### config.mk
export PLATFORM = sky130hd
export DESIGN_NAME = stack_cmd_sequencer
export DESIGN_NICKNAME = d
export VERILOG_FILES = /design/src/rtl/stack_pkg.sv /design/src/rtl/stack_occ_tracker.sv /design/src/rtl/stack_cmd_sequencer.sv
export SDC_FILE = /design/constraint.sdc
export NUM_CORES = 1
export LEC_CHECK = 0
export ABC_CLOCK_PERIOD_IN_PS = 3500
export CORE_ASPECT_RATIO = 1.2
export CORE_MARGIN = 3
export CORE_UTILIZATION = 45
export DETAILED_ROUTE_END_ITERATION = 6
export GPL_ROUTABILITY_DRIVEN = 0
export MAX_ROUTING_LAYER = met4
export PLACE_DENSITY = 0.8
export SLEW_MARGIN = 10
export SYNTH_ARGS = -nofsm -noshare
export SYNTH_HDL_FRONTEND = slang
export SYNTH_SLANG_ARGS = --single-unit
export TNS_END_PERCENT = 20
### constraint.sdc
create_clock -name CLK -period 3.5 [get_ports CLK]
set_input_delay 0.7 -clock CLK [delete_from_list [all_inputs] [get_ports CLK]]
set_output_delay 0.7 -clock CLK [all_outputs]
set_load 0.02 [all_outputs]
### src/rtl/stack_pkg.sv
// Shared constants and enums for the stack command sequencer.
package stack_pkg;

    localparam int unsigned DEPTH = 5;
    localparam int unsigned DW    = 4;
    localparam int unsigned IW    = 3;

    typedef enum logic [1:0] {
        CMD_NOP  = 2'b00,
        CMD_POP  = 2'b01,
        CMD_PUSH = 2'b10,
        CMD_GET  = 2'b11
    } cmd_e;

    typedef enum logic [1:0] {
        ST_IDLE  = 2'b00,
        ST_ISSUE = 2'b01,
        ST_RESP  = 2'b10
    } state_e;

endpackage

### src/rtl/stack_occ_tracker.sv
// Tracks stack occupancy and judges whether a command is legal at the current count.
module stack_occ_tracker #(
    parameter int unsigned DEPTH = 5,
    parameter int unsigned IW    = 3,
    parameter int unsigned CW    = 3
) (
    input  logic          clk,
    input  logic          rst_n,
    input  logic [1:0]    cmd,
    input  logic [IW-1:0] index,
    input  logic          commit,
    output logic [CW-1:0] count,
    output logic          legal
);
    import stack_pkg::*;

    logic [CW-1:0] count_q, count_d;
    cmd_e          cmd_s;

    assign cmd_s = cmd_e'(cmd);
    assign count = count_q;

    always_comb begin
        legal = 1'b1;
        case (cmd_s)
            CMD_PUSH: legal = (32'(count_q) < DEPTH);
            CMD_POP:  legal = (count_q != '0);
            CMD_GET:  legal = (32'(index) < 32'(count_q));
            default:  legal = 1'b1;
        endcase
    end

    // Saturating update keeps the count inside 0..DEPTH even on a bad commit.
    always_comb begin
        count_d = count_q;
        if (commit) begin
            if (cmd_s == CMD_PUSH && 32'(count_q) < DEPTH)
                count_d = count_q + 1'b1;
            else if (cmd_s == CMD_POP && count_q != '0)
                count_d = count_q - 1'b1;
        end
    end

    always_ff @(posedge clk) begin
        if (!rst_n) count_q <= '0;
        else        count_q <= count_d;
    end

endmodule

### src/rtl/stack_cmd_sequencer.sv
// Accepts stack requests, issues one registered command per legal request, returns a held response.
module stack_cmd_sequencer #(
    parameter int unsigned DEPTH = 5,
    parameter int unsigned DW    = 4,
    parameter int unsigned IW    = 3
) (
    input  logic          CLK,
    input  logic          RESET,
    input  logic          req_valid,
    output logic          req_ready,
    input  logic [1:0]    req_cmd,
    input  logic [IW-1:0] req_index,
    input  logic [DW-1:0] req_data,
    output logic          rsp_valid,
    input  logic          rsp_ready,
    output logic [DW-1:0] rsp_data,
    output logic          rsp_err,
    output logic [1:0]    stk_command,
    output logic [IW-1:0] stk_index,
    output logic [DW-1:0] stk_data_out,
    output logic          stk_data_oe,
    input  logic [DW-1:0] stk_data_in,
    output logic          stk_reset,
    output logic [2:0]    occupancy
);
    import stack_pkg::*;

    localparam int unsigned CW = $clog2(DEPTH + 1);

    state_e        state_q, state_d;
    cmd_e          cmd_q, cmd_d;
    logic [1:0]    stk_cmd_q, stk_cmd_d;
    logic [IW-1:0] stk_idx_q, stk_idx_d;
    logic [DW-1:0] stk_dout_q, stk_dout_d;
    logic          stk_oe_q, stk_oe_d;
    logic          rsp_valid_q, rsp_valid_d;
    logic [DW-1:0] rsp_data_q, rsp_data_d;
    logic          rsp_err_q, rsp_err_d;
    logic          stk_reset_q;

    logic [1:0]    trk_cmd;
    logic          trk_commit;
    logic [CW-1:0] trk_count;
    logic          trk_legal;
    cmd_e          req_cmd_s;

    assign req_cmd_s = cmd_e'(req_cmd);

    stack_occ_tracker #(
        .DEPTH (DEPTH),
        .IW    (IW),
        .CW    (CW)
    ) u_occ (
        .clk    (CLK),
        .rst_n  (RESET),
        .cmd    (trk_cmd),
        .index  (req_index),
        .commit (trk_commit),
        .count  (trk_count),
        .legal  (trk_legal)
    );

    assign req_ready    = (state_q == ST_IDLE) && RESET;
    assign rsp_valid    = rsp_valid_q;
    assign rsp_data     = rsp_data_q;
    assign rsp_err      = rsp_err_q;
    assign stk_command  = stk_cmd_q;
    assign stk_index    = stk_idx_q;
    assign stk_data_out = stk_dout_q;
    assign stk_data_oe  = stk_oe_q;
    assign stk_reset    = stk_reset_q;
    assign occupancy    = 3'(trk_count);

    // The tracker sees the live request while idle (legality) and the latched command while issuing (commit).
    always_comb begin
        state_d     = state_q;
        cmd_d       = cmd_q;
        stk_cmd_d   = CMD_NOP;
        stk_idx_d   = '0;
        stk_dout_d  = '0;
        stk_oe_d    = 1'b0;
        rsp_valid_d = rsp_valid_q;
        rsp_data_d  = rsp_data_q;
        rsp_err_d   = rsp_err_q;
        trk_cmd     = req_cmd;
        trk_commit  = 1'b0;

        case (state_q)
            ST_IDLE: begin
                if (req_valid && req_ready) begin
                    cmd_d = req_cmd_s;
                    if (req_cmd_s == CMD_NOP || !trk_legal) begin
                        state_d     = ST_RESP;
                        rsp_valid_d = 1'b1;
                        rsp_err_d   = !trk_legal;
                        rsp_data_d  = '0;
                    end else begin
                        state_d    = ST_ISSUE;
                        stk_cmd_d  = req_cmd;
                        stk_idx_d  = (req_cmd_s == CMD_GET) ? req_index : '0;
                        stk_oe_d   = (req_cmd_s == CMD_PUSH);
                        stk_dout_d = (req_cmd_s == CMD_PUSH) ? req_data : '0;
                    end
                end
            end
            ST_ISSUE: begin
                trk_cmd     = cmd_q;
                trk_commit  = 1'b1;
                state_d     = ST_RESP;
                rsp_valid_d = 1'b1;
                rsp_err_d   = 1'b0;
                rsp_data_d  = (cmd_q == CMD_PUSH) ? '0 : stk_data_in;
            end
            ST_RESP: begin
                if (rsp_ready) begin
                    state_d     = ST_IDLE;
                    rsp_valid_d = 1'b0;
                    rsp_data_d  = '0;
                    rsp_err_d   = 1'b0;
                end
            end
            default: state_d = ST_IDLE;
        endcase
    end

    always_ff @(posedge CLK) begin
        stk_reset_q <= !RESET;
        if (!RESET) begin
            state_q     <= ST_IDLE;
            cmd_q       <= CMD_NOP;
            stk_cmd_q   <= '0;
            stk_idx_q   <= '0;
            stk_dout_q  <= '0;
            stk_oe_q    <= 1'b0;
            rsp_valid_q <= 1'b0;
            rsp_data_q  <= '0;
            rsp_err_q   <= 1'b0;
        end else begin
            state_q     <= state_d;
            cmd_q       <= cmd_d;
            stk_cmd_q   <= stk_cmd_d;
            stk_idx_q   <= stk_idx_d;
            stk_dout_q  <= stk_dout_d;
            stk_oe_q    <= stk_oe_d;
            rsp_valid_q <= rsp_valid_d;
            rsp_data_q  <= rsp_data_d;
            rsp_err_q   <= rsp_err_d;
        end
    end

endmodule

==> results.py <==
# Generated from Yosys and OpenROAD reports
metrics = {
    "critical_path": {
        "worstRegToRegCells": 8,
        "crit_type": "in -> out",
        "arrival_ns": 2.16,
        "rr_startpoint": "state_q[1]",
        "cp-start-kind": "primary input",
        "endpoint": "req_ready",
        "end_kind": "primary output",
        "r2r_end": "u_occ.count[2]",
        "path_max_fanout": 12,
        "cp.required_ns": 2.80,
        "r2r_slack_ns": 1.00,
    },
    "yosys": {
        "synth_flops": 24,
        "top_cells_by_area": "dfxtp_1, ha_1, nand2_1",
        "synth.most_common_cell": "dfxtp_1",
        "yosys-stat-cells": 112,
        "syn_area_per_cell_um2": 9.71,
        "ys_area_um2": 1090,
        "synth.top_cell.area_share_pct": 44.2,
        "synth_nets": 136,
        "netlist_area_um2": 1090,
        "async_flop_share_pct": 0,
        "synthFlopType": "dfxtp_1",
        "ys_seq_share_pct": 44.2,
        "syn-instance-count": 112,
    },
    "finish": {
        "drive_gt1_share_pct": 7.19,
        "diodes": 0,
        "area_growth_pct": 41.2,
    },
    "clocking": {
        "post_cts_buffers": 0,
        "cts_resized": 0,
        "cts.clk_slew.worst_paths_ns": 0.12,
        "insertion_delay_ns": 0.30,
        "hold_buffers": 0,
        "clock-sinks": 24,
        "clock-root-buffer": "clkbuf_4",
        "cts_made_buffers": 3,
        "htree_num_levels": 1,
        "cts_tree": "yes",
    },
    "power_and_ir_drop": {
        "p_total_mw": 0.801,
        "p_sw_mw": 0.271,
        "leakage_nw": 0.616,
        "power_frac_seq_pct": 40.7,
        "combPwrFrac_pct": 41.8,
        "swShare_pct": 33.8,
        "power_density_nw_per_um2": 522,
        "p_clk_share_pct": 17.4,
    },
    "placement": {
        "dp_hpwl_mm": 1.84,
    },
    "run": {
        "warnings": 29,
        "max_cap_violations": 0,
    },
    "global_routing": {
        "grt-ovfl-total": 0,
        "grt_pass1_wl_mm": 3.75,
        "track_usage_pct": 16.4,
        "grt_pass1_vias": 880,
        "antenna_found_initial": 0,
    },
    "drt": {
        "wl_per_cell_um": 12.4,
        "drtIter0Drc": 11,
        "viasPerCell": 5.01,
        "ant_nets": 0,
        "vias": 917,
    },
    "timing": {
        "slew_headroom_pct": 73.7,
        "fin_skew_ns": 0.00360,
        "period_minus_slack_ns": 2.86,
        "rsz0062_at_grt": "false",
        "setup_violations": 0,
        "postLayoutSetupSlackWorst_ns": 0.636,
    },
    "outcome": {
        "status": "finished clean",
    },
    "hold_path": {
        "worstHoldPathType": "reg -> reg",
    },
}
==> metal layers <==
layer / track usage [%] / up-vias / routed length (µm)
li1: - / 469 / -
met3: 2.49 / 2 / 99
met5: - / - / 0
met4: 5.77 / 0 / 19
met2: 28.4 / 24 / 1110
met1: 19.2 / 422 / 1040
==> cells by family (layout without fill, tap and decap cells) <==
kind of cell    count (synthesis)  after routing  share of synthesized area, %
simple gates                   46             46                          23.1
buf+inv                         7             48                          2.42
flops                          24             24                          44.2
xor+xnor                        2              2                          1.61
compound gates                 18             18                          12.0
fa+ha+maj                       7              7                          8.75
mux                             8              8                          7.94
==> worst max-delay path, cell delays in order <==
cell and delay (ns):
clkdlybuf4s50_1 0.46, buf_4 0.17, and2_1 0.21, clkdlybuf4s50_1 0.63
==> cell type report <==
cell class,instances,area [µm²]
Clock buffer,4,36.3
Fill cell,188,649
Inverter,6,22.5
Multi-Input combinational cell,81,581
Sequential cell,24,480
Tap cell,30,37.5
Timing Repair Buffer,38,378
==> state kept, by name, summed over array words and instances, names as in the netlist, 2 cells and up <==
signal / cells
cmd_q: 2
rsp_data: 4
state_q: 2
stk_command: 2
stk_data_out: 4
stk_index: 3
u_occ.count: 3
==> power groups by stage <==
stage          registers (mW)  logic, mW  clock network (mW)
2_1_floorplan           0.352      0.207                   0
3_3_place_gp            0.331      0.328                   0
3_5_place_dp            0.333      0.332                   0
4_1_cts                 0.326      0.336               0.146
5_1_grt                 0.331      0.368               0.156
6_report                0.326      0.335               0.139
==> layout by cell type, fill, tap and decap left out, types with 2 or more instances in the layout <==
| cell type | synthesis | routed |
|---|---|---|
| clkdlybuf4s50_1 | 0 | 37 |
| dfxtp_1 | 24 | 24 |
| nand2_1 | 18 | 18 |
| and2_1 | 7 | 7 |
| mux2i_1 | 6 | 6 |
| ha_1 | 6 | 6 |
| inv_1 | 4 | 4 |
| a21oi_1 | 4 | 4 |
| nand2b_1 | 4 | 4 |
| o21ai_0 | 3 | 3 |
| and4_1 | 3 | 3 |
| clkbuf_4 | 0 | 3 |
| inv_2 | 2 | 2 |
| o21a_1 | 2 | 2 |
| o21ai_1 | 2 | 2 |
| nand3_1 | 2 | 2 |
| nor2_1 | 2 | 2 |
==> how the worst min path moves through the flow <==
stage                     end  slack (ns)  cells past startpoint
floorplan            cmd_q[1]        0.46                      2
global placement      rsp_err        0.44                      2
detailed placement    rsp_err        0.45                      2
CTS                   rsp_err        0.47                      2
global route        rsp_valid        0.49                      2
finish                rsp_err        0.46                      2
Fig. 1: cell outlines without signal wires
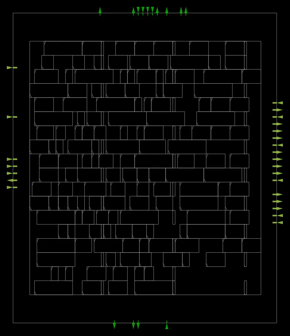
sequential share of cell area: 31.3%
Rows: 18
core box area: 2180 µm²
flip-flops: 24

Fig. 2: layout detail
Region (28, 35) to (48, 55) µm. Cells in gray, sequential cells in the stronger gray; small squares are vias.
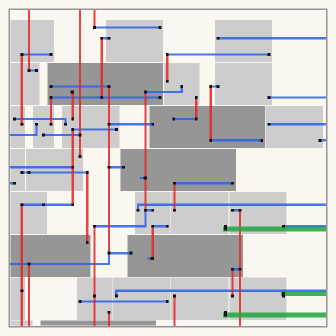
- M2: red
- M3: green
- M1: blue
- most frequent: clkdlybuf4s50_1 (12), dfxtp_1 (5)
- sequential cells in the window: 5
- cells with their middle in the window: 25
- netlist names of flops here include: `rsp_data` (2), `stk_data_out` (2)

Fig. 3: pin placement
Bar = 20 µm. Pins as bars across the die edge, other pins in gray.
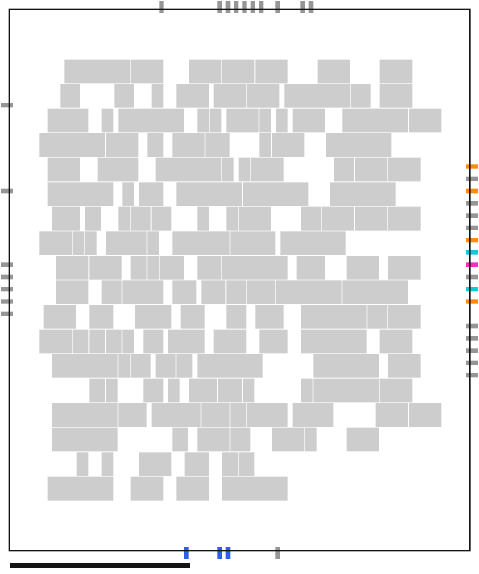
- `req_data`: orange (pins 4; direction input; edge east)
- `occupancy`: blue (pins 3; direction output; edge south)
- `stk_command`: cyan (pins 2; direction output; edge east)
- `stk_reset`: magenta (pins 1; direction output; edge east)
die y size: 59.8 µm
Die W: 50.9 µm
port bufs: 37

Fig. 4: local utilization
The die is cut into 10 by 12 equal tiles; white is low, dark blue is high, 0 to 100% covered.
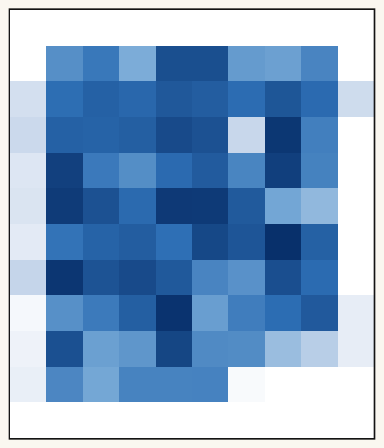
- tiles over 75% full: 37%
- densest ninth of the die: center
- nearly empty tiles: 25%
fp util: 49.8%
utilization after layout: 70.3%

Power and IR drop assume default switching activity.
